**Run 1: clock distribution**

(6 px per um)
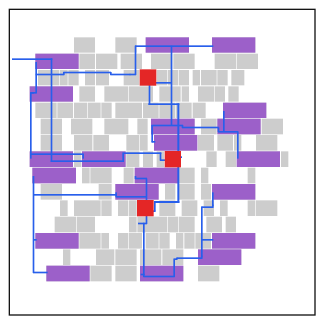
**Run 1: placed cells, one colour a class**

(6 px per um)
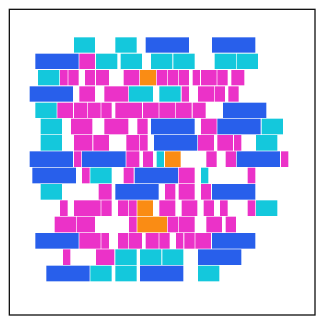
**Run 1: cell placement**

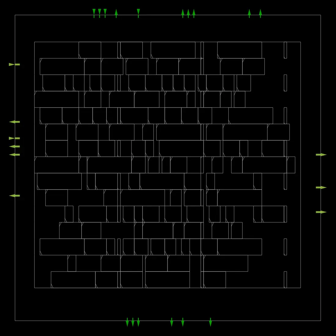
## src/rtl/cbsc_pkg.sv

```systemverilog
// cbsc_pkg: state encoding and default counter width shared by the weight-window blocks
package cbsc_pkg;
  localparam int CW_DEF = 8;
  typedef enum logic [1:0] {IDLE, COUNT, DONE} state_t;
endpackage

```

## src/rtl/up_counter.sv

```systemverilog
// up_counter: CW-bit counter with clear, enable and sticky overflow; saturates when CNT_SAT_EN is defined
module up_counter #(
  parameter int CW = 8
) (
  input  logic          clk,
  input  logic          rst,
  input  logic          clr,
  input  logic          en,
  output logic [CW-1:0] cnt,
  output logic          ovf
);
  logic carry;
  assign carry = en & (&cnt);
  always_ff @(posedge clk) begin
    if (rst || clr) begin
      cnt <= '0;
      ovf <= 1'b0;
    end else if (en) begin
`ifdef CNT_SAT_EN
      cnt <= carry ? cnt : cnt + 1'b1;
`else
      cnt <= cnt + 1'b1;
`endif
      ovf <= ovf | carry;
    end
  end
endmodule

```

## src/rtl/ones_cnt_capture.sv

```systemverilog
// ones_cnt_capture: counts stream ones and window length between start and stop, returns them over valid/ready.
// Build option CNT_SAT_EN makes the counters saturate instead of wrap.
module ones_cnt_capture
  import cbsc_pkg::*;
#(
  parameter int CW = CW_DEF
) (
  input  logic          clk,
  input  logic          rst,
  input  logic          start,
  input  logic          bit_in,
  input  logic          stop,
  output logic [CW-1:0] ones,
  output logic [CW-1:0] len,
  output logic          ovf,
  output logic          busy,
  output logic          valid,
  input  logic          ready
);
  state_t state, next;
  logic clr, cnt_en, ones_ovf, len_ovf;
  always_ff @(posedge clk) state <= rst ? IDLE : next;
  // a handshake with start asserted reopens the window without passing through IDLE
  always_comb begin
    next = (state == IDLE)  ? (start ? COUNT : IDLE) :
           (state == COUNT) ? (stop ? DONE : COUNT) :
           (ready ? (start ? COUNT : IDLE) : DONE);
    clr  = start && (state == IDLE || (state == DONE && ready));
  end
  assign busy   = (state == COUNT);
  assign valid  = (state == DONE);
  assign cnt_en = busy & ~stop;
  assign ovf    = ones_ovf | len_ovf;
  up_counter #(.CW(CW)) u_ones (
    .clk(clk), .rst(rst), .clr(clr), .en(cnt_en & bit_in), .cnt(ones), .ovf(ones_ovf)
  );
  up_counter #(.CW(CW)) u_len (
    .clk(clk), .rst(rst), .clr(clr), .en(cnt_en), .cnt(len), .ovf(len_ovf)
  );
endmodule

```

## config.mk

```make
export PLATFORM = sky130hd
export DESIGN_NAME = ones_cnt_capture
export DESIGN_NICKNAME = d
export VERILOG_FILES = /design/src/rtl/cbsc_pkg.sv /design/src/rtl/up_counter.sv /design/src/rtl/ones_cnt_capture.sv
export SDC_FILE = /design/constraint.sdc
export NUM_CORES = 1
export LEC_CHECK = 0
export ABC_CLOCK_PERIOD_IN_PS = 1990
export CORE_MARGIN = 3
export CORE_UTILIZATION = 46
export DETAILED_ROUTE_END_ITERATION = 8
export GPL_TIMING_DRIVEN = 0
export PLACE_DENSITY = 0.86
export SLEW_MARGIN = 0
export SYNTH_ARGS = -nofsm -noshare
export SYNTH_HDL_FRONTEND = slang
export SYNTH_SLANG_ARGS = --single-unit
```

## constraint.sdc

```tcl
create_clock -name clk -period 1.99 [get_ports clk]
set_input_delay 0.199 -clock clk [delete_from_list [all_inputs] [get_ports clk]]
set_output_delay 0.199 -clock clk [all_outputs]
set_load 0.01 [all_outputs]
```

==> flow_summary.yaml, run 1 <==
# yosys + openroad results
outcome:
  status: "complete, no violations"
final_timing:
  clock.fmax_mhz: 566
  timing.final.crit_period_ns: 1.77
  slew_headroom: 0.549
  tns_ns: 0
flow_run:
  cap_violations: 0
clock_network:
  post_cts_buffers: 0
  clkLatencyLatePin_ns: 0.31
  cts_inserted_buffers: 3
die:
  io_pins: 25
  fp.dieW_um: 50.7
  fp.dieH_um: 50.7
worst_setup_path:
  crit_family: "AND-OR/OR-AND gates"
  cp_slowest_stage_delay_ns: 0.55
  critPathLaunch: "state[1]$_SDFF_PP0_"
  r2r-start: "state[1]$_SDFF_PP0_"
  end_kind: "register"
detailed_routing:
  vias: 902
  route.met3.wl_um: 100
  wirelength_mm: 2.15
  viasPerCell: 5.75
  wl_met2_mm: 1.06
logic_synthesis:
  synthArstFlopShare: 0
  ys_seq_share: 0.435
  synth_nets: 112
  yosysCellCount: 104
  top_cells_by_count: "20 x dfxtp_1, 15 x a21oi_1, 9 x or4_1"
  ys_area_um2: 920
layout:
  clock_tree_area_fraction: 0.0296
  flop_area_um2: 400
  n_antenna_cell: 0
  fill_cells: 151
  buf_share: 0.211
  final_cell_mix: "24 x clkdlybuf4s50_1, 20 x dfxtp_1, 15 x a21oi_1"
  largest_cell_class: "combinational gates"
placed_design:
  dpl_worst_slack_ns: -0.00747
power_and_ir_drop:
  peakVddDrop_v: 0.000408
  p_per_area_nw_per_um2: 582
About 'clock distribution':
Key: clock wires = blue [length 271 um]; flip-flops = purple [count 20]; cells driving clock nets = red [count 3]
Position of the flops: all over the die. There are 4 routed clock nets.
clk_skew: 0.00830 ns
Clk power: 0.243 mW

About 'placed cells, one colour a class':
Key: clock drivers and dummy loads = orange [cells 4, share of their area 3.0%]; other buffers and delay cells = cyan [cells 27, share of their area 22%]; all other logic = magenta [cells 81, share of their area 42%]; flip-flops = blue [cells 20, share of their area 33%]
row cnt: 15
sequential share of cell area: 0.326
finished layout cell area: 1230 um2
Core Area: 1800 um2

About 'cell placement':
non-filler cells, final: 157
flip-flops: 20
n_taps: 25
Final Util: 0.681

run 1: report_power, final:
group	leakage, nW	switching, mW	internal, mW
Combinational	0.211	0.0303	0.0317
Clock	0.0210	0.131	0.112
Sequential	0.161	0.00576	0.404
Total	0.394	0.167	0.548
run 1: registers in the layout, indices dropped and copies added (netlist names):
name        count
u_ones.ovf      1
u_len.cnt       8
u_len.ovf       1
state           2
u_ones.cnt      8
run 1: logic make-up (layout without fill, tap and decap cells):
family | Yosys count | after routing | share of synthesized area
and+or+nand+nor | 40 | 40 | 0.265
AOI/OAI and AO/OA | 28 | 28 | 0.177
DFF | 20 | 20 | 0.435
buffers and inverters | 9 | 37 | 0.0449
xor gates and xnor gates | 3 | 3 | 0.0286
adders and majority gates | 2 | 2 | 0.0272
muxes | 2 | 2 | 0.0218
--- run 2 (diff from run 1) ---
--- a/config.mk
+++ b/config.mk
@@ -9,7 +9,6 @@
 export CORE_MARGIN = 3
 export CORE_UTILIZATION = 46
 export DETAILED_ROUTE_END_ITERATION = 8
-export GPL_TIMING_DRIVEN = 0
 export PLACE_DENSITY = 0.86
 export SLEW_MARGIN = 0
 export SYNTH_ARGS = -nofsm -noshare
==> flow_summary.yaml, run 2 <==
# yosys + openroad results
layout:
  n_antenna_cell: 0
  final_cell_mix: "24 x clkdlybuf4s50_1, 20 x dfxtp_1, 15 x a21oi_1"
  stdcell_count: 156
  top_regs: "u_len.cnt: 8 flops, u_ones.cnt: 8 flops, state: 2 flops"
  final_util: 0.676
  design_area_um2: 1220
logic_synthesis:
  ys_area_um2: 920
  ys_sh_aoi: 0.177
  yosysCellCount: 104
  synth_nets: 112
  synthMuxAreaShare: 0.0218
  synthSimpleGateAreaFrac: 0.265
  topCombFamilyByArea: "simple AND/OR/NAND/NOR gates"
  ys_seq_share: 0.435
  xor_share: 0.0286
  top_cells_by_count: "20 x dfxtp_1, 15 x a21oi_1, 9 x or4_1"
  synthArstFlopShare: 0
power_and_ir_drop:
  seqPwrFrac: 0.628
  switching_power_mw: 0.147
  powerClk_mw: 0.183
  swShare: 0.225
  peakVddDrop_v: 0.000409
  p_per_area_nw_per_um2: 537
  clkPwrFrac: 0.280
  maxPowerGroup: "sequential cells"
die:
  fp.dieW_um: 50.7
  io_pins: 25
  rows: 15
final_timing:
  fin_skew_ns: 0.00401
  clock.fmax_mhz: 590
detailed_routing:
  vias: 848
  wl_met2_um: 911
  route.met3.wl_um: 66
clock_network:
  cts_inserted_buffers: 3
worst_setup_path:
  crit_family: "simple AND/OR/NAND/NOR gates"
  cp_slowest_stage_delay_ns: 0.52
outcome:
  status: "complete, no violations"
flow_run:
  cap_violations: 0
placed_design:
  dpl_worst_slack_ns: 0.118
-- run 2: cell counts after synthesis --
No cell type changed its count.
-- run 2: path summary, 6_finish.rpt --
path	start	to	slack, ns	depth (start not counted)
setup / recovery	state[0]$_SDFF_PP0_	u_len.cnt[7]$_SDFFE_PP0P_	0.30	3
hold reg to reg	u_ones.ovf$_SDFFE_PP0P_	u_ones.ovf$_SDFFE_PP0P_	0.46	2
setup reg to reg	state[0]$_SDFF_PP0_	u_len.cnt[7]$_SDFFE_PP0P_	0.30	3
hold / removal	u_ones.ovf$_SDFFE_PP0P_	u_ones.ovf$_SDFFE_PP0P_	0.46	2
-- run 2: cell type report --
class,count,area (um2)
clock buffers,3,22.5
fillers,151,584
inverters,6,22.5
multi-input cells,75,478
flip-flops and latches,20,400
well taps,25,31.3
repair buffers,27,263
**Run 2: port wiring**

(10 px per um)
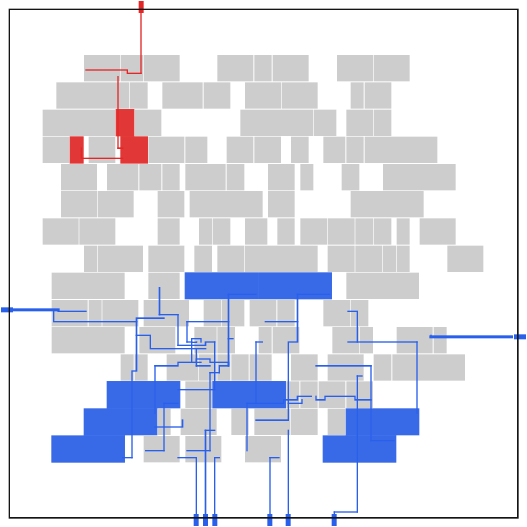
Key: rst = red [bits 1, direction input, end cells 3, wire 24.7 um]; len = blue [bits 8, direction output, end cells 8, wire 271 um]

**Run 2: where the registers sit**

(6 px per um)
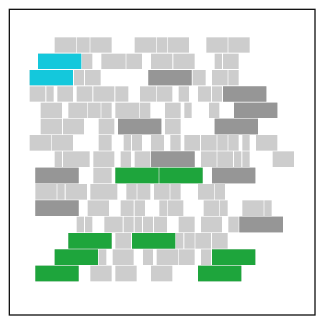
Key: state = cyan [sequential cells 2]; u_len.cnt = green [sequential cells 8]

Power and IR drop assume default switching activity.
